===== src/rtl/mem_arb_pkg.sv =====
// mem_arb_pkg: shared types and constants for the main-memory arbiter.
//   state_e  : arbiter FSM states
//   src_e    : which cache owns the fill in progress
//   WORDS_PER_BLK / OFFSET_W / CNT_W : block geometry and counter width
//   wrap_idx : word index within a block, wrapping modulo WORDS_PER_BLK
package mem_arb_pkg;

    localparam int WORDS_PER_BLK = 8;
    localparam int OFFSET_W      = 3;
    // One extra bit so a counter can hold the terminal value WORDS_PER_BLK.
    localparam int CNT_W         = OFFSET_W + 1;

    typedef enum logic [1:0] {
        IDLE,
        WRITE,
        FILL,
        DONE
    } state_e;

    typedef enum logic {
        SRC_I,
        SRC_D
    } src_e;

    function automatic logic [OFFSET_W-1:0] wrap_idx(input logic [OFFSET_W-1:0] start,
                                                     input logic [OFFSET_W-1:0] cnt);
        return start + cnt;
    endfunction

endpackage


===== src/rtl/mem_arbiter_fill_seq.sv =====
// fill_seq: issue/return word sequencer for one block fill.
//   clk, rst_n     : clock, async active-low reset
//   start_i        : first word index of the block (critical word or 0)
//   clear_i        : restart both counters (fill grant)
//   issue_i        : a read may be issued this cycle
//   valid_i        : a read word returns this cycle
//   issue_word_o   : word index of the read being issued
//   ret_word_o     : word index of the word being returned
//   issue_busy_o   : reads remain to be issued
//   last_o         : the final word of the block returns this cycle
module fill_seq
    import mem_arb_pkg::*;
(
    input  logic                clk,
    input  logic                rst_n,
    input  logic [OFFSET_W-1:0] start_i,
    input  logic                clear_i,
    input  logic                issue_i,
    input  logic                valid_i,
    output logic [OFFSET_W-1:0] issue_word_o,
    output logic [OFFSET_W-1:0] ret_word_o,
    output logic                issue_busy_o,
    output logic                last_o
);

    localparam logic [CNT_W-1:0] BLK_CNT  = CNT_W'(WORDS_PER_BLK);
    localparam logic [CNT_W-1:0] LAST_CNT = CNT_W'(WORDS_PER_BLK - 1);
    localparam logic [CNT_W-1:0] ONE      = CNT_W'(1);

    logic [CNT_W-1:0] icnt_q, icnt_d;
    logic [CNT_W-1:0] rcnt_q, rcnt_d;

    assign issue_busy_o = (icnt_q != BLK_CNT);
    assign last_o       = valid_i && (rcnt_q == LAST_CNT);
    assign issue_word_o = wrap_idx(start_i, icnt_q[OFFSET_W-1:0]);
    assign ret_word_o   = wrap_idx(start_i, rcnt_q[OFFSET_W-1:0]);

    always_comb begin
        icnt_d = icnt_q;
        rcnt_d = rcnt_q;
        if (clear_i) begin
            icnt_d = '0;
            rcnt_d = '0;
        end else begin
            if (issue_i && issue_busy_o) begin
                icnt_d = icnt_q + ONE;
            end
            // Saturate so a stray extra valid cannot wrap the return count.
            if (valid_i && (rcnt_q != BLK_CNT)) begin
                rcnt_d = rcnt_q + ONE;
            end
        end
    end

    always_ff @(posedge clk or negedge rst_n) begin
        if (!rst_n) begin
            icnt_q <= '0;
            rcnt_q <= '0;
        end else begin
            icnt_q <= icnt_d;
            rcnt_q <= rcnt_d;
        end
    end

endmodule


===== src/rtl/mem_arbiter.sv =====
// mem_arbiter: sole master of main memory, shared by I-cache fills,
// D-cache fills and D-cache write-through stores.
//   Requests : i_miss/i_miss_addr, d_miss/d_miss_addr, st_req/st_addr/st_data
//   Store ack: st_ack
//   Memory   : mem_en, mem_wr, mem_addr, mem_wdata, mem_rdata, mem_valid
//   Fill     : fill_data, fill_word, fill_wr_i, fill_wr_d, i_fill_done, d_fill_done
// Build option CRITICAL_WORD_FIRST_EN: when defined, a fill starts at the
// missed word and wraps; otherwise every fill starts at word 0.
//
// state | meaning
// IDLE  | sample requests; priority store > D miss > I miss
// WRITE | one-cycle memory write of the store, st_ack
// FILL  | issue block reads, steer returned words into the owning cache
// DONE  | one-cycle fill-done pulse, requests ignored
module mem_arbiter
    import mem_arb_pkg::*;
#(
    parameter int ADDR_W = 16,
    parameter int DATA_W = 16
) (
    input  logic                clk,
    input  logic                rst_n,
    input  logic                i_miss,
    input  logic [ADDR_W-1:0]   i_miss_addr,
    input  logic                d_miss,
    input  logic [ADDR_W-1:0]   d_miss_addr,
    input  logic                st_req,
    input  logic [ADDR_W-1:0]   st_addr,
    input  logic [DATA_W-1:0]   st_data,
    output logic                st_ack,
    output logic                mem_en,
    output logic                mem_wr,
    output logic [ADDR_W-1:0]   mem_addr,
    output logic [DATA_W-1:0]   mem_wdata,
    input  logic [DATA_W-1:0]   mem_rdata,
    input  logic                mem_valid,
    output logic [DATA_W-1:0]   fill_data,
    output logic [OFFSET_W-1:0] fill_word,
    output logic                fill_wr_i,
    output logic                fill_wr_d,
    output logic                i_fill_done,
    output logic                d_fill_done
);

    localparam int BLK_W = ADDR_W - OFFSET_W - 1;

    state_e              state_q;
    src_e                src_q;
    logic [BLK_W-1:0]    blk_q;
    logic [OFFSET_W-1:0] start_w;

    logic                grant_st, grant_d, grant_i, grant_fill;
    logic [ADDR_W-1:0]   miss_addr;

    logic [OFFSET_W-1:0] issue_word, ret_word;
    logic                issue_busy, seq_last;

    assign grant_st   = (state_q == IDLE) && st_req;
    assign grant_d    = (state_q == IDLE) && !st_req && d_miss;
    assign grant_i    = (state_q == IDLE) && !st_req && !d_miss && i_miss;
    assign grant_fill = grant_d || grant_i;
    assign miss_addr  = grant_d ? d_miss_addr : i_miss_addr;

    // Byte-select bit is never used; the in-block offset only with critical word first.
    logic unused_addr_bits;
    assign unused_addr_bits = ^{miss_addr[OFFSET_W:0], st_addr[0]};

`ifdef CRITICAL_WORD_FIRST_EN
    logic [OFFSET_W-1:0] off_q;
    assign start_w = off_q;
`else
    assign start_w = '0;
`endif

    always_ff @(posedge clk or negedge rst_n) begin
        if (!rst_n) begin
            state_q <= IDLE;
            src_q   <= SRC_I;
            blk_q   <= '0;
`ifdef CRITICAL_WORD_FIRST_EN
            off_q   <= '0;
`endif
        end else begin
            case (state_q)
                IDLE: begin
                    if (grant_st) begin
                        state_q <= WRITE;
                    end else if (grant_fill) begin
                        state_q <= FILL;
                        src_q   <= grant_d ? SRC_D : SRC_I;
                        blk_q   <= miss_addr[ADDR_W-1:OFFSET_W+1];
`ifdef CRITICAL_WORD_FIRST_EN
                        off_q   <= miss_addr[OFFSET_W:1];
`endif
                    end
                end
                WRITE:   state_q <= IDLE;
                FILL:    if (seq_last) state_q <= DONE;
                DONE:    state_q <= IDLE;
                default: state_q <= IDLE;
            endcase
        end
    end

    // Returns are only meaningful while filling; anything else is dropped here.
    fill_seq u_fill_seq (
        .clk          (clk),
        .rst_n        (rst_n),
        .start_i      (start_w),
        .clear_i      (grant_fill),
        .issue_i      (state_q == FILL),
        .valid_i      ((state_q == FILL) && mem_valid),
        .issue_word_o (issue_word),
        .ret_word_o   (ret_word),
        .issue_busy_o (issue_busy),
        .last_o       (seq_last)
    );

    always_comb begin
        st_ack      = 1'b0;
        mem_en      = 1'b0;
        mem_wr      = 1'b0;
        mem_addr    = '0;
        mem_wdata   = '0;
        fill_data   = '0;
        fill_word   = '0;
        fill_wr_i   = 1'b0;
        fill_wr_d   = 1'b0;
        i_fill_done = 1'b0;
        d_fill_done = 1'b0;
        case (state_q)
            WRITE: begin
                mem_en    = 1'b1;
                mem_wr    = 1'b1;
                mem_addr  = {st_addr[ADDR_W-1:1], 1'b0};
                mem_wdata = st_data;
                st_ack    = 1'b1;
            end
            FILL: begin
                if (issue_busy) begin
                    mem_en   = 1'b1;
                    mem_addr = {blk_q, issue_word, 1'b0};
                end
                if (mem_valid) begin
                    fill_data = mem_rdata;
                    fill_word = ret_word;
                    fill_wr_i = (src_q == SRC_I);
                    fill_wr_d = (src_q == SRC_D);
                end
            end
            DONE: begin
                i_fill_done = (src_q == SRC_I);
                d_fill_done = (src_q == SRC_D);
            end
            default: ;
        endcase
    end

endmodule

===== config.mk =====
export PLATFORM = sky130hd
export DESIGN_NAME = mem_arbiter
export DESIGN_NICKNAME = d
export VERILOG_FILES = /design/src/rtl/mem_arb_pkg.sv /design/src/rtl/mem_arbiter_fill_seq.sv /design/src/rtl/mem_arbiter.sv
export SDC_FILE = /design/constraint.sdc
export NUM_CORES = 1
export LEC_CHECK = 0
export ABC_AREA = 1
export CORE_ASPECT_RATIO = 1.75
export CORE_UTILIZATION = 26
export CTS_BUF_LIST = sky130_fd_sc_hd__clkbuf_2
export DETAILED_ROUTE_END_ITERATION = 6
export SLEW_MARGIN = 0
export SYNTH_ARGS = -nofsm -noshare
export SYNTH_HDL_FRONTEND = slang
export SYNTH_HIERARCHICAL = 1
export SYNTH_SLANG_ARGS = --single-unit

===== constraint.sdc =====
create_clock -name clk -period 2.33 [get_ports clk]
set_clock_uncertainty 0.05 [all_clocks]
set_input_delay 0.466 -clock clk [delete_from_list [all_inputs] [get_ports clk]]
set_output_delay 0.466 -clock clk [all_outputs]
set_load 0.005 [all_outputs]

The metal 2 layer:
Scale: 3 px per um.
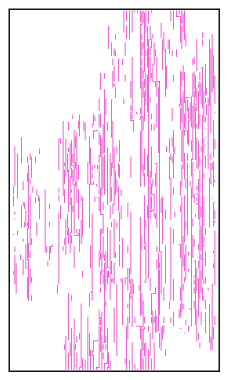
longest straight run = 79.6 um
nets with wire on the layer = 472
wire length on this layer = 3,900 um

Power grid:
Scale: 4 px per um. Pins as bars on the die edge. Tap cells in grey.
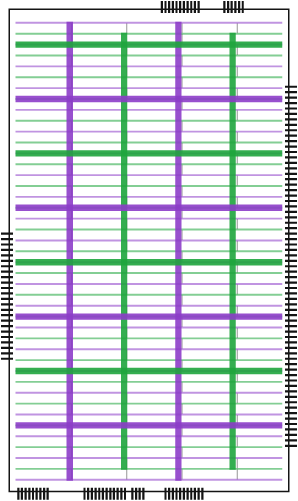
purple -> VSS
green -> VDD
met4 straps = 4
tap cells = 88
rows = 42
signal pins = 144

Wiring by layer:
Scale: 4 px per um.
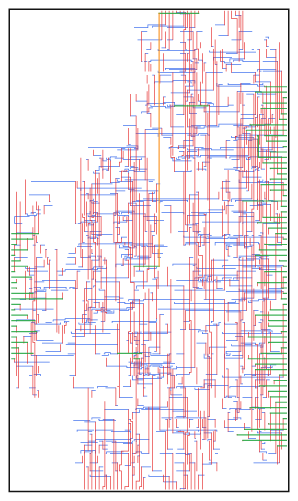
orange -> M4  # wire length 63.2 um
blue -> M1  # wire length 2,430 um
red -> M2  # wire length 3,900 um
green -> M3  # wire length 437 um
WL final: 6840 um
post-detailed-route wirelength per cell: 11.7 um
via count of the routed design: 2,533
Global Route Usage Sum: 16.1%

Clock routing:
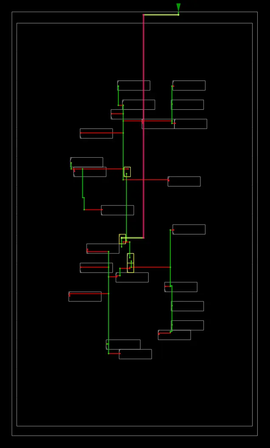
total clock buffers created by CTS: 3
Clock Sinks: 23
clock buffer instance count of the final layout: 4

==> ds_physical_params.txt <==
Summary of implementation characteristics

Parameter                              Value

Global route
  Residual overflow from global routing    0
  Routing usage on met2    32.8%
  Largest net degree at the start of global routing    24
  Met3 Resource Use GR    2.10%
  Number of antenna violations at the first check in global routing    1
  First-pass GRT wire length    roughly 11,000 um

Critical path
  Startpoint Class    flop
  Biggest fanout along the worst timing path    7
  Cell with the largest stage delay on the worst path    sky130_fd_sc_hd__dfrtp_2
  Crit path from    state_q[1]$_DFFE_PN0P_
  Worst setup path end    mem_wr
  Type of the worst setup path    reg -> out
  Worst path arrival time    1.75 ns
  Register-to-Register Path Depth    14

Final timing
  Setup repair after global routing missed its margin    yes
  Fin Hold WS    0.402 ns
  Aggregate negative setup slack    0 ns
  Final WS setup    slightly below 0.07 ns
  Final-report max-slew violation count    0
  Hold Violations, Final    0

Floorplanning
  CORE AREA    between 7000 and 8000 um2
  Vertical die size    120 um
  TAP cells    88

Cells and area
  Area delta synth->final    87.3%
  Multi-input gate count    between 200 and 250
  Layout Nets    ~590
  Top cells excl fill/tap    sky130_fd_sc_hd__nand2_1, sky130_fd_sc_hd__clkdlybuf4s50_1, sky130_fd_sc_hd__inv_1
  Sequential cells    23
  Final-layout non-clock buffer area share    slightly above 40%
  Inverters, non-clock    about 73
  Non-clock buffer count in the final layout    between 150 and 200
  Layout cells sized above 1    22.1%
  Non-filler cells in the finished layout    about 580
  Leading cell type in the layout, fill and taps excluded    sky130_fd_sc_hd__nand2_1
  Final clock-cell share    less than 1%

Synthesis
  XOR/XNOR Fraction of Synth Area    1.69%
  Most area-consuming cells after synthesis    sky130_fd_sc_hd__dfrtp_1, sky130_fd_sc_hd__nand2_1, sky130_fd_sc_hd__inv_1
  Biggest area consumer among synthesized cells    sky130_fd_sc_hd__dfrtp_1
  Mean instance size in the synthesized netlist    6.21 um2
  Synthesis area per yosys    2070 um2
  Total of flip-flops plus latches after synthesis    23
  Ys cells    around 330
  Simple share    40.7%
  Cell area after synthesis    2070 um2
  Number of instances in the synthesized netlist    roughly 330
  AO/OA Area Share    under 10%
  Distinct cells, synth    26
  Multiplexer share    0%

Drt
  Routed wl met2    ~3900 um
  DR iter-0 viols    78
  Vias per cell    roughly 4.4
  DR top layer    met4

Power
  P_comb    ~2.1 mW
  Gate power share    between 70% and 80%
  Reported net switching power    around 1.3 mW
  VDD IR-drop max    a little over 0.5 mV
  Seq power    ~0.7 mW
  Internal power consumption    approximately 1.7 mW

Placed design
  # port buffers    approximately 130
  Placement-stage cell area    ~3600 um2
  Pre-CTS setup slack    between 0.02 and 0.03 ns

CTS
  Number of buffers added for setup after CTS    8
  Number of buffers on the longest clock path    2
  Hold_buf cts    0
  CTS clk-pin slew, worst paths    between 0.2 and 0.25 ns

Status
  Outcome    completed

Min path
  Hold Crit Class    in -> async
Power figures rest on the tool's default switching activity, not on a simulated workload.
